`config.mk`:
```
export PLATFORM = sky130hd
export DESIGN_NAME = cpu_core_flat
export DESIGN_NICKNAME = d
export VERILOG_FILES = /design/src/rtl/cpu_core_if.sv /design/src/rtl/cpu_core.sv /design/src/flat_wrapper.sv
export SDC_FILE = /design/constraint.sdc
export NUM_CORES = 1
export LEC_CHECK = 0
export ABC_AREA = 1
export CORE_AREA = 2 2 117 119
export CTS_CLUSTER_DIAMETER = 200
export DETAILED_ROUTE_END_ITERATION = 8
export DIE_AREA = 0 0 119 121
export PLACE_DENSITY = 0.87
export SLEW_MARGIN = 15
export SYNTH_ARGS = -nofsm -noshare
export SYNTH_HDL_FRONTEND = slang
export SYNTH_SLANG_ARGS = --single-unit
```
`constraint.sdc`:
```
create_clock -name clk -period 4.3 [get_ports clk]
set_input_delay 0.86 -clock clk [delete_from_list [all_inputs] [get_ports clk]]
set_output_delay 0.86 -clock clk [all_outputs]
set_load 0.03 [all_outputs]
```
`src/rtl/cpu_core_if.sv`:
```
// Memory bus between cpu_core and its synchronous byte-wide RAM.
// The write-data signal is dout because "do" is a reserved word.
interface cpu_core_if;
  logic [15:0] addr;
  logic [7:0]  di;
  logic [7:0]  dout;
  logic        we;

  modport master (output addr, output dout, output we, input di);
  modport slave  (input addr, input dout, input we, output di);
endinterface

```
`src/rtl/cpu_core.sv`:
```
// 8-bit register CPU: fixed 3-byte instructions, eight registers, Z/C flags.
// Optional macro CPU_CARRY_EN adds the C flag (ADC carry-in, JC branching).
module cpu_core (
  input  logic       clk,
  input  logic       rst,
  cpu_core_if.master mem
);

  localparam logic [4:0] OP_LDI  = 5'd1;
  localparam logic [4:0] OP_LD   = 5'd2;
  localparam logic [4:0] OP_ST   = 5'd3;
  localparam logic [4:0] OP_MOV  = 5'd4;
  localparam logic [4:0] OP_ADD  = 5'd5;
  localparam logic [4:0] OP_SUB  = 5'd6;
  localparam logic [4:0] OP_AND  = 5'd7;
  localparam logic [4:0] OP_OR   = 5'd8;
  localparam logic [4:0] OP_XOR  = 5'd9;
  localparam logic [4:0] OP_ADC  = 5'd10;
  localparam logic [4:0] OP_JMP  = 5'd11;
  localparam logic [4:0] OP_JZ   = 5'd12;
  localparam logic [4:0] OP_JNZ  = 5'd13;
  localparam logic [4:0] OP_JC   = 5'd14;
  localparam logic [4:0] OP_HALT = 5'd15;

  typedef enum logic [2:0] {F0, F1, F2, F3, EX, MW, H} state_t;

  state_t      state_reg, state_next;
  logic [15:0] pc_reg;
  logic [7:0]  b0_reg, b1_reg, b2_reg;
  logic [7:0]  regs [8];
  logic        z_reg;
  logic        carry_in;

  logic [4:0]  opcode;
  logic [2:0]  rd_idx, rs_idx;
  logic [15:0] target;
  logic [7:0]  rd_val, rs_val;

  logic        wr_en, z_upd, taken;
  logic [7:0]  wr_data;
  logic        reg_we;
  logic [7:0]  reg_wdata;
  logic [7:0]  reg_sel;

  assign opcode = b0_reg[7:3];
  assign rd_idx = b0_reg[2:0];
  assign rs_idx = b1_reg[2:0];
  assign target = {b1_reg, b2_reg};
  assign rd_val = regs[rd_idx];
  assign rs_val = regs[rs_idx];

  // Execute-stage datapath: result, flag updates and branch decision.
  always_comb begin
    wr_en   = 1'b0;
    wr_data = rd_val;
    z_upd   = 1'b0;
    taken   = 1'b0;
    case (opcode)
      OP_LDI: begin wr_en = 1'b1; wr_data = b1_reg; end
      OP_MOV: begin wr_en = 1'b1; wr_data = rs_val; end
      OP_ADD: begin wr_en = 1'b1; z_upd = 1'b1; wr_data = rd_val + rs_val; end
      OP_ADC: begin wr_en = 1'b1; z_upd = 1'b1; wr_data = rd_val + rs_val + {7'd0, carry_in}; end
      OP_SUB: begin wr_en = 1'b1; z_upd = 1'b1; wr_data = rd_val - rs_val; end
      OP_AND: begin wr_en = 1'b1; z_upd = 1'b1; wr_data = rd_val & rs_val; end
      OP_OR:  begin wr_en = 1'b1; z_upd = 1'b1; wr_data = rd_val | rs_val; end
      OP_XOR: begin wr_en = 1'b1; z_upd = 1'b1; wr_data = rd_val ^ rs_val; end
      OP_JMP: taken = 1'b1;
      OP_JZ:  taken = z_reg;
      OP_JNZ: taken = ~z_reg;
      OP_JC:  taken = carry_in;
      default: ;
    endcase
  end

`ifdef CPU_CARRY_EN
  logic       c_reg;
  logic       c_upd, c_next;
  logic [8:0] carry_sum;

  assign carry_in  = c_reg;
  assign carry_sum = {1'b0, rd_val} + {1'b0, rs_val} + {8'd0, (opcode == OP_ADC) ? c_reg : 1'b0};

  always_comb begin
    c_upd  = 1'b0;
    c_next = 1'b0;
    case (opcode)
      OP_ADD, OP_ADC:        begin c_upd = 1'b1; c_next = carry_sum[8]; end
      OP_SUB:                begin c_upd = 1'b1; c_next = (rd_val < rs_val); end
      OP_AND, OP_OR, OP_XOR: begin c_upd = 1'b1; c_next = 1'b0; end
      default: ;
    endcase
  end

  always_ff @(posedge clk) begin
    if (rst)
      c_reg <= 1'b0;
    else if (state_reg == EX && c_upd)
      c_reg <= c_next;
  end
`else
  assign carry_in = 1'b0;
`endif

  // Write-back happens on the edge leaving EX (ALU/LDI/MOV) or MW (LD).
  assign reg_we    = (state_reg == EX && wr_en) || (state_reg == MW);
  assign reg_wdata = (state_reg == MW) ? mem.di : wr_data;

  for (genvar gi = 0; gi < 8; gi++) begin : g_reg_sel
    assign reg_sel[gi] = reg_we && (rd_idx == 3'(gi));
  end

  always_ff @(posedge clk) begin
    for (int i = 0; i < 8; i++) begin
      if (rst)
        regs[i] <= '0;
      else if (reg_sel[i])
        regs[i] <= reg_wdata;
    end
  end

  always_ff @(posedge clk) begin
    if (rst) begin
      pc_reg <= '0;
      b0_reg <= '0;
      b1_reg <= '0;
      b2_reg <= '0;
      z_reg  <= 1'b0;
    end else begin
      case (state_reg)
        F1: b0_reg <= mem.di;
        F2: b1_reg <= mem.di;
        F3: b2_reg <= mem.di;
        EX: begin
          if (opcode != OP_HALT)
            pc_reg <= taken ? target : pc_reg + 16'd3;
          if (z_upd)
            z_reg <= (wr_data == 8'd0);
        end
        default: ;
      endcase
    end
  end

  always_ff @(posedge clk) begin
    if (rst)
      state_reg <= F0;
    else
      state_reg <= state_next;
  end

  always_comb begin
    state_next = F0;
    case (state_reg)
      F0: state_next = F1;
      F1: state_next = F2;
      F2: state_next = F3;
      F3: state_next = EX;
      EX: begin
        if (opcode == OP_HALT)
          state_next = H;
        else if (opcode == OP_LD)
          state_next = MW;
        else
          state_next = F0;
      end
      MW: state_next = F0;
      H:  state_next = H;
      default: state_next = F0;
    endcase
  end

  // Store write is gated by rst so a reset on the ST-EX edge never commits.
  always_comb begin
    mem.addr = pc_reg;
    mem.dout = '0;
    mem.we   = 1'b0;
    case (state_reg)
      F1:     mem.addr = pc_reg + 16'd1;
      F2, F3: mem.addr = pc_reg + 16'd2;
      EX: begin
        if (opcode == OP_LD || opcode == OP_ST)
          mem.addr = target;
        if (opcode == OP_ST) begin
          mem.dout = rd_val;
          mem.we   = ~rst;
        end
      end
      MW:     mem.addr = target;
      default: ;
    endcase
  end

endmodule

```
`src/flat_wrapper.sv`:
```
// flat-port wrapper written by rule: the top's interface ports become plain ports
module cpu_core_flat 
  (clk, rst, mem_addr, mem_dout, mem_we, mem_di);
  cpu_core_if mem_i ();
  input  logic clk;
  input  logic rst;
  output wire logic [$bits(mem_i.addr)-1:0] mem_addr;
  output wire logic [$bits(mem_i.dout)-1:0] mem_dout;
  output wire logic [$bits(mem_i.we)-1:0] mem_we;
  input wire logic [$bits(mem_i.di)-1:0] mem_di;
  assign mem_addr = mem_i.addr;
  assign mem_dout = mem_i.dout;
  assign mem_we = mem_i.we;
  assign mem_i.di = mem_di;
  cpu_core u_core (.clk(clk), .rst(rst), .mem(mem_i));
endmodule
```
### Cells colored by class, run 1

The bar under the picture is 20 um long. Fill, decap, tap and diode cells in gray.
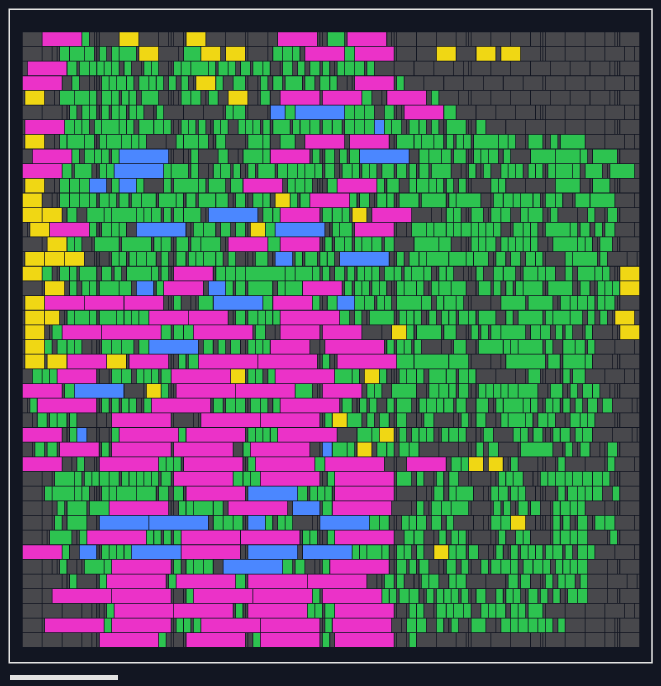
[remaining logic cells] green | cells: 969 | share of their area: 55%
[clock drivers and dummy loads] blue | cells: 32 | share of their area: 6.7%
[remaining buffers and delay cells] yellow | cells: 49 | share of their area: 5.1%
[registers] magenta | cells: 114 | share of their area: 33%

### Clock wires, drivers and flops, run 1

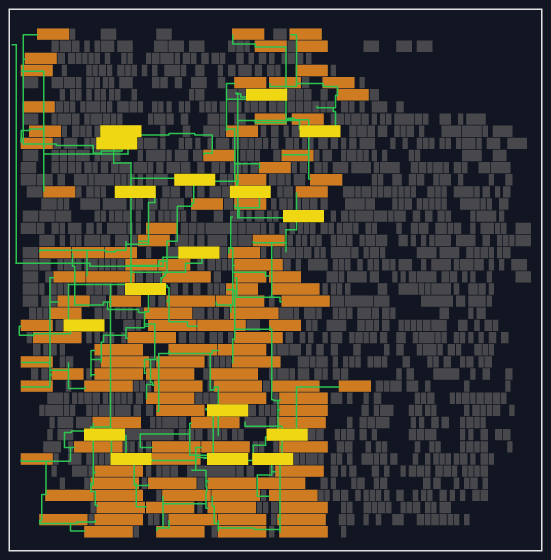
[clock-net drivers] yellow | count: 17
[clock wires] green | length: 1490 um
[flip-flops] orange | count: 114
routed clock nets: 18

### Met2 routing, run 1

The bar under the picture is 20 um long.
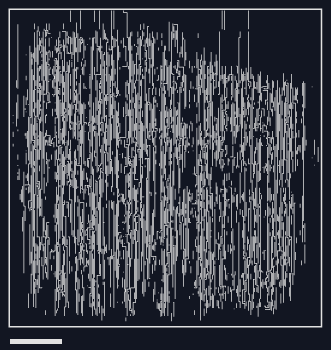
share of all routed wire: 43%
wire length on this layer: 11200 um
Via Count: 8141
GRT met2 Usage: 54.5%
final wirelength: 26.1 mm

### PDN straps and rails, run 1

Pins as bars on the die edge. Tap cells in gray.
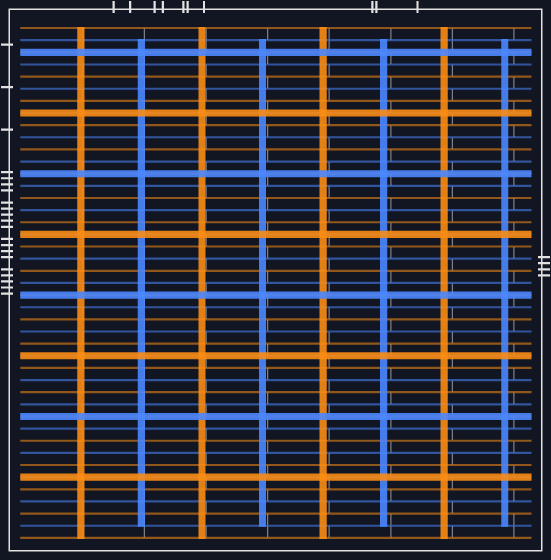
[VSS] orange
[VDD] blue
tap cells: 176
met5 straps: 8
met1 rails: 43

==> results.toml, run 1 <==
# implementation run metrics
[outcome]
outcome = "complete, no violations"

[worst_setup_path]
crit_arrival_ns = 3.22
start_kind = "register"
endpoint_kind = "output port"
critPathMostFrequentCell = "inv_2"

[logic_synthesis]
syn_inst = 1120
synth-main-ff-cell = "edfxtp_1"
top_area_cell = "edfxtp_1"
ys_area_mm2 = 0.00799
ys_top_cells_by_area = "edfxtp_1, dfxtp_1, nand2_1, a21oi_1, inv_1"
synthDistinctLibCells = 52
syn_nets = 1159
ys_cells = 1120

[finish]
design_area_mm2 = 0.00903
nNetsFinal = 1190
antennaDiodeCount = 0

[placement]
dpl.hpwl_mm = 18.8

[global_route]
gr-usage-all-layers_pct = 36.7
use_met3_pct = 9.68
grt_pass1_vias = 7406
grtUsageMet1_pct = 52.3

[drt]
wl_met3_mm = 3.78
vias_per_cell = 6.08
top_layer = "met4"
drc = 0
drtAntennaViolNets = 0

[floorplanning]
initCoreUtil_pct = 61.0
dieHeight_um = 121
core_mm2 = 0.0131
die_area_mm2 = 0.0144
fp-row-count = 42
die_w_um = 119

[clocking]
cts_resized = 0
cts_hold_buf = 0
numCtsBuffers = 17
clkTransAtPathRegs_ns = 0.06
tritoncts = "done"
postCtsSetupRepairBufs = 0

[final_timing]
final-hold-violation-count = 0
tns_ns = 0
worst_pin_slew_ns = 0.937
min_period_over_period_pct = 94.9
clock.fmax_ghz = 0.245

[run]
warnings = 37
cap_violations = 0

[hold_path]
hold_class = "reg -> reg"

[power_and_ir_drop]
p_leak_nw = 3.78
==> run 1: where the power goes <==
| group | switching (mW) | total, mW | internal [mW] | leakage [nW] |
|---|---|---|---|---|
| Sequential | 0.0516 | 1.25 | 1.20 | 1.07 |
| Combinational | 0.692 | 0.984 | 0.292 | 2.42 |
| Clock | 0.542 | 1.42 | 0.875 | 0.291 |
==> run 1: cell type report <==
| cell class | instances | area, um2 |
|---|---|---|
| multi-input combinational | 802 | 4210 |
| fill | 1063 | 4050 |
| sequential | 114 | 2920 |
| inverter | 167 | 632 |
| timing repair buffer | 49 | 453 |
| clock buffer | 18 | 439 |
| tap | 176 | 220 |
| clock inverter | 14 | 153 |
==> run 1: stage by stage <==
step	worst slack [ns]	power, mW	util (%)	hold slack, ns
2_1_floorplan	1.19	1.94	-	0.444
3_3_place_gp	0.608	2.19	64.5	0.457
3_5_place_dp	0.427	2.21	64.5	0.473
4_1_cts	0.309	3.60	69.0	0.481
5_1_grt	0.0362	3.79	69.0	0.499
6_report	0.218	3.65	69.0	0.483
==> run 1: cells by family after synthesis <==
group	Yosys count
compound gates	278
xor+xnor	13
fa+ha+maj	29
buf+inv	204
flops	114
simple gates	482
==> run 1: placed cells by master (no fill, tap or decap), types with 13 or more instances in the layout <==
cell / netlist / final
nor2_1: 119 / 119
xor2_1: 13 / 13
buf_4: 6 / 15
dfxtp_1: 50 / 50
nand2_1: 242 / 242
o211ai_1: 18 / 18
o21ai_0: 84 / 84
edfxtp_1: 64 / 64
ha_1: 28 / 28
inv_1: 144 / 144
clkbuf_16: 0 / 17
o21ai_1: 20 / 20
nand3_1: 57 / 57
a21oi_1: 112 / 112
inv_2: 21 / 21
clkdlybuf4s50_1: 0 / 34
nand3_2: 15 / 15
==> run 1: synth_stat cells, types with 4 or more instances <==
library cell / count
nand2_1: 242
inv_1: 144
nor2_1: 119
a21oi_1: 112
o21ai_0: 84
edfxtp_1: 64
nand3_1: 57
dfxtp_1: 50
ha_1: 28
inv_2: 21
o21ai_1: 20
o211ai_1: 18
clkbuf_1: 16
nand3_2: 15
xor2_1: 13
nor3_1: 11
buf_2: 9
nor2_2: 9
nand2_2: 8
nand4_1: 8
o21ai_2: 8
buf_4: 6
o22ai_1: 5
buf_6: 4
o221ai_1: 4
==> run 1: worst paths after layout <==
| path | from | endpoint | slack [ns] | cells past startpoint |
|---|---|---|---|---|
| setup / recovery | u_core.state_reg[0]$_SDFF_PP0_ | mem_addr[13] | 0.22 | 10 |
| hold / removal | u_core.b2_reg[3]$_SDFFE_PP0N_ | u_core.b2_reg[3]$_SDFFE_PP0N_ | 0.48 | 2 |
| setup reg to reg | register | u_core.regs[3][6]$_SDFFCE_PN0P_ | 0.34 | 21 |
| hold reg to reg | u_core.b2_reg[3]$_SDFFE_PP0N_ | u_core.b2_reg[3]$_SDFFE_PP0N_ | 0.48 | 2 |
==> run 1: tightest hold or removal path, delay by kind of cell (launching register included) <==
family | cells | cell delay [ns]
flip-flops | 1 | 0.31
buffers and inverters | 1 | 0.06
AND-OR/OR-AND | 1 | 0.06
### Cell placement, run 1

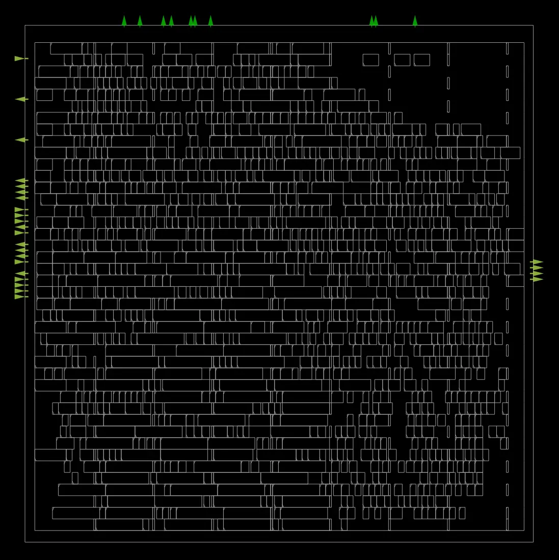

## Run 2: what changed since run 1
--- a/config.mk
+++ b/config.mk
@@ -5,12 +5,12 @@
 export SDC_FILE = /design/constraint.sdc
 export NUM_CORES = 1
 export LEC_CHECK = 0
-export ABC_AREA = 1
-export CORE_AREA = 2 2 117 119
+export CORE_AREA = 2 2 127 129
 export CTS_CLUSTER_DIAMETER = 200
 export DETAILED_ROUTE_END_ITERATION = 8
-export DIE_AREA = 0 0 119 121
-export PLACE_DENSITY = 0.87
+export DIE_AREA = 0 0 129 131
+export PLACE_DENSITY = 0.74
+export RECOVER_POWER = 50
 export SLEW_MARGIN = 15
 export SYNTH_ARGS = -nofsm -noshare
 export SYNTH_HDL_FRONTEND = slang
### Cell placement, run 2

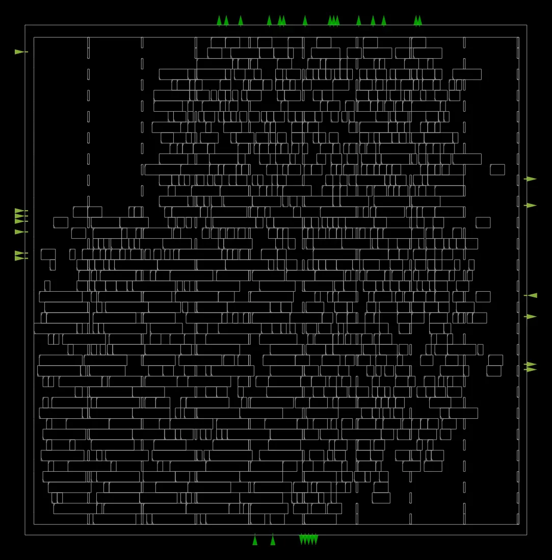
final std cells w/o fill: 1082
core area: 0.0156 mm2
sequential cells: 114
Post-Route Utilization: 57.1%
n_taps: 216

==> run 2 against run 1 <==
Effect of this change: largest cell class unchanged; register-to-register slack got worse by 0.08 ns; first-iteration DRC count decreased by 24%; clock power barely moved; power down 10%; global-route usage fell by 9.0 points; the run now ends with capacitance limit, slew limit left; area after synthesis is 4.0% lower; highest routed layer unchanged; sequential share of layout area is 0.48 points higher; critical endpoint is now u_core.regs[1][7]$_SDFFCE_PN0P_; synthesized cell count is 27% lower; combinational power is 34% lower; count of clock-buffer cells in the layout unchanged.
==> results.toml, run 2 <==
# implementation run metrics
[hold_path]
hold_class = "reg -> reg"

[finish]
layout_top_cell = "nor2_1"
comb_area_mm2 = 0.00443
nNetsFinal = 892
design_area_mm2 = 0.00890
seq_area_mm2 = 0.00292
nFillCells = 1316

[outcome]
outcome = "complete, but fails checks"
violations = "capacitance limit, slew limit"

[power_and_ir_drop]
p_leak_nw = 3.26

[clocking]
clkTransAtPathRegs_ns = 0.06
numCtsBuffers = 17
cts_hold_buf = 0

[drt]
top_layer = "met4"
vias_per_cell = 6.32
wirelength_mm = 22.6
vias = 6835
drtAntennaViolNets = 0
wl_met3_mm = 2.02

[worst_setup_path]
critPathMostFrequentCell = "ha_1"
start_kind = "register"
crit_arrival_ns = 4.25

[logic_synthesis]
syn_nets = 853
ys_top_cells_by_area = "edfxtp_1, dfxtp_1, mux4_2, nor2_1, nand2_1"
synthDistinctLibCells = 79
syn_inst = 814
top_cell = "nor2_1"
top_cells_by_count = "nor2_1, nand2_1, edfxtp_1, a21oi_1, dfxtp_1"
synth-main-ff-cell = "edfxtp_1"
ys_area_mm2 = 0.00767

[placement]
dpl.hpwl_mm = 16.0

[final_timing]
final-hold-violation-count = 0
min_period_over_period_pct = 93.9
slew_violations = 50
worst_pin_slew_ns = 2.24

[run]
cap_violations = 1

[global_route]
gr-usage-all-layers_pct = 27.7

[floorplanning]
die_area_mm2 = 0.0169
fp-row-count = 46
-- run 2: cell types whose count changed after synthesis, moves of 24 or more --
| cell | before | now |
|---|---|---|
| a21oi_1 | 112 | 56 |
| clkbuf_1 | 16 | 43 |
| inv_1 | 144 | 22 |
| mux4_2 | 0 | 24 |
| nand2_1 | 242 | 95 |
| nand3_1 | 57 | 23 |
| o21ai_0 | 84 | 41 |
-- run 2: what timing repair did --
action | CTS | global route
buffers inserted | 0 | 1
setup endpoints to repair | 0 | 8
resized | 0 | 1
-- run 2: path summary, 6_finish.rpt --
path                                 start                              end  slack [ns]  cells after the start
min          u_core.b2_reg[1]$_SDFFE_PP0N_    u_core.b2_reg[1]$_SDFFE_PP0N_        0.48                      2
max                               register  u_core.regs[1][7]$_SDFFCE_PN0P_        0.26                     15
max reg2reg                       register  u_core.regs[1][7]$_SDFFCE_PN0P_        0.26                     15
min reg2reg  u_core.b2_reg[1]$_SDFFE_PP0N_    u_core.b2_reg[1]$_SDFFE_PP0N_        0.48                      2
-- run 2: layer usage --
layer,GRT usage [%],vias to the layer above
li1,-,3126
met1,38.5,3288
met2,42.5,382
met3,5.82,39
met4,11.1,0
met5,0,-
-- run 2: final cells by class --
cell class	instances	area share, %
timing repair buffer	70	6.80
sequential	114	32.8
tap	216	3.03
clock buffer	18	4.82
clock inverter	14	1.73
inverter	25	1.05
multi-input combinational	625	49.7
-- run 2: cell families after synthesis --
| group | after synthesis | synth area share [%] |
|---|---|---|
| XOR/XNOR | 10 | 1.14 |
| AND-OR/OR-AND | 207 | 18.0 |
| flip-flops | 114 | 38.1 |
| multiplexers | 65 | 15.3 |
| adder cells (fa/ha/maj) | 29 | 4.83 |
| buffers and inverters | 75 | 4.06 |
| AND/OR/NAND/NOR | 314 | 18.6 |
-- run 2: power by group --
group	switching [mW]	internal (mW)	total (mW)
Sequential	0.0512	1.19	1.24
Combinational	0.384	0.261	0.645
Clock	0.538	0.858	1.40
-- run 2: through the flow --
| step | std cells | setup WS [ns] | power [mW] |
|---|---|---|---|
| floorplan | 814 | 0.433 | 1.68 |
| global placement | 1049 | 0.338 | 1.86 |
| detailed placement | 1049 | 0.171 | 1.88 |
| CTS | 1081 | 0.135 | 3.27 |
| global route | 1082 | 0.0467 | 3.39 |
| finish | 1082 | 0.263 | 3.28 |
-- run 2: worst max-delay path: cells and delay by family, from the launching register on --
kind / cells / cell delay [ns]
buffers and inverters: 2 / 0.26
DFF: 1 / 0.42
muxes: 3 / 1.18
AOI/OAI and AO/OA: 4 / 1.03
and+or+nand+nor: 4 / 0.42
adders and majority gates: 2 / 0.51
### Met2 routing, run 2

The bar under the picture is 50 um long.
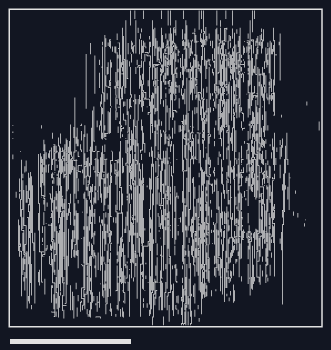

## Run 3: what changed since run 2
--- a/config.mk
+++ b/config.mk
@@ -5,11 +5,13 @@
 export SDC_FILE = /design/constraint.sdc
 export NUM_CORES = 1
 export LEC_CHECK = 0
-export CORE_AREA = 2 2 127 129
+export CELL_PAD_IN_SITES_DETAIL_PLACEMENT = 1
+export CELL_PAD_IN_SITES_GLOBAL_PLACEMENT = 1
+export CORE_AREA = 2 2 182 95
 export CTS_CLUSTER_DIAMETER = 200
 export DETAILED_ROUTE_END_ITERATION = 8
-export DIE_AREA = 0 0 129 131
-export PLACE_DENSITY = 0.74
+export DIE_AREA = 0 0 184 97
+export PLACE_DENSITY = 0.87
 export RECOVER_POWER = 50
 export SLEW_MARGIN = 15
 export SYNTH_ARGS = -nofsm -noshare
### Met2 routing, run 3

The bar under the picture is 50 um long.
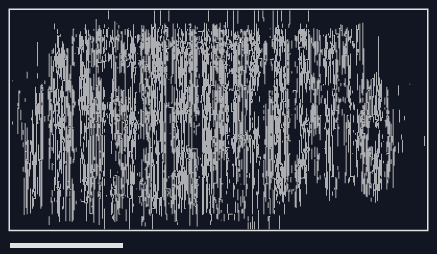
main direction: vertical
nets with wire on the layer: 817
share of all routed wire: 41%

==> run 3 against run 2 <==
Effect of this change: the flow now finishes without violations; register-to-register slack lost 0.11 ns; non-clock buffer count grew 3; critical path type is now reg -> out; sequential share of layout area shrank 0.13 points; critical path depth shrank 8; count of clock-buffer cells in the layout shrank 1; global-route usage grew 8.7 points.
==> results.toml, run 3 <==
# implementation run metrics
[outcome]
outcome = "complete, no violations"

[logic_synthesis]
syn_inst = 814
syn_nets = 853
synth-main-ff-cell = "edfxtp_1"
ys_area_mm2 = 0.00767
ys_top_cells_by_area = "edfxtp_1, dfxtp_1, mux4_2, nor2_1, nand2_1"
top_cell = "nor2_1"
top_cells_by_count = "nor2_1, nand2_1, edfxtp_1, a21oi_1, dfxtp_1"
synthDistinctLibCells = 79

[worst_setup_path]
r2r_end = "u_core.regs[4][7]$_SDFFCE_PN0P_"
reg2reg_slack_ns = 0.15
start_kind = "register"
crit_arrival_ns = 3.41
r2r_cells = 15

[floorplanning]
die_area_mm2 = 0.0178
core_mm2 = 0.0161
fp-row-count = 33

[clocking]
clkTransAtPathRegs_ns = 0.07
numCtsBuffers = 17
cts_hold_buf = 0

[finish]
layout_top_cell = "nor2_1"
nFillCells = 1801
nNetsFinal = 895
fin_util_pct = 55.6

[drt]
wirelength_mm = 32.2
drtAntennaViolNets = 0
vias = 7694

[hold_path]
hold-path-cell-count = 2
min_from = "u_core.b2_reg[4]$_SDFFE_PP0N_"
hold_class = "reg -> reg"

[run]
cap_violations = 0

[final_timing]
final-hold-violation-count = 0
slew_violations = 0
worst_pin_slew_ns = 1.24
==> run 3: cell type report <==
cell class | instances | share of cell area [%]
clock buffers | 17 | 4.75
inverters | 25 | 1.05
multi-input cells | 625 | 49.8
well taps | 210 | 2.93
flip-flops and latches | 114 | 32.7
repair buffers | 73 | 7.03
clock inverters | 15 | 1.75
==> run 3: what timing repair did <==
item,4_1_cts,5_1_grt
cloned,0,0
endpoints found under the setup margin,27,45
pin swaps,1,0
setup buffers,1,0
resized,3,9
==> run 3: where the power goes <==
group	internal, mW	total [mW]	switching [mW]
sequential	1.19	1.24	0.0577
clock	0.821	1.45	0.633
combinational	0.265	0.739	0.473
==> run 3: logic make-up after synthesis <==
family | after synthesis | share of synthesized area, %
simple gates | 314 | 18.6
compound gates | 207 | 18.0
flops | 114 | 38.1
buf+inv | 75 | 4.06
mux | 65 | 15.3
fa+ha+maj | 29 | 4.83
xor+xnor | 10 | 1.14
==> run 3: stage by stage <==
stage / instances / cell area (um2) / setup WS [ns] / power [mW] / setup TNS, ns
3_3_place_gp: 1046 / 8330 / 0.194 / 1.89 / 0
2_1_floorplan: 814 / 7670 / 0.433 / 1.68 / 0
5_1_grt: 1079 / 8960 / -0.0134 / 3.52 / -0.0203
6_report: 1079 / 8960 / 0.0321 / 3.44 / 0
4_1_cts: 1079 / 8950 / 0.0205 / 3.39 / 0
3_5_place_dp: 1046 / 8330 / -0.117 / 1.94 / -0.485
==> run 3: how the worst max path moves through the flow <==
| stage | endpoint | slack, ns | startpoint |
|---|---|---|---|
| 2_1_floorplan | u_core.regs[0][7]$_SDFFCE_PN0P_ | 0.43 | register |
| 3_3_place_gp | u_core.z_reg$_SDFFE_PP0P_ | 0.19 | register |
| 3_5_place_dp | u_core.regs[4][7]$_SDFFCE_PN0P_ | -0.12 | register |
| 4_1_cts | u_core.regs[5][5]$_SDFFCE_PN0P_ | 0.02 | register |
| 5_1_grt | mem_addr[15] | -0.01 | u_core.state_reg[2]$_SDFF_PP0_ |
| 6_report | mem_addr[15] | 0.03 | u_core.state_reg[2]$_SDFF_PP0_ |
==> run 3: metal layers <==
layer / vias to the layer above / routed length, um / track usage, %
met1: 3759 / 12900 / 49.8
met3: 151 / 4740 / 14.5
met4: 0 / 1320 / 14.3
met5: - / 0 / 0
met2: 658 / 13300 / 51.3
li1: 3126 / - / -
==> run 3: critical path, delay by kind of cell (launching register included) <==
family                 cells  cell delay (ns)
DFF                        1             0.72
AOI/OAI and AO/OA          4             0.75
buffers and inverters      2             0.97
and+or+nand+nor            1             0.55
Power figures rest on the tool's default switching activity, not on a simulated workload.
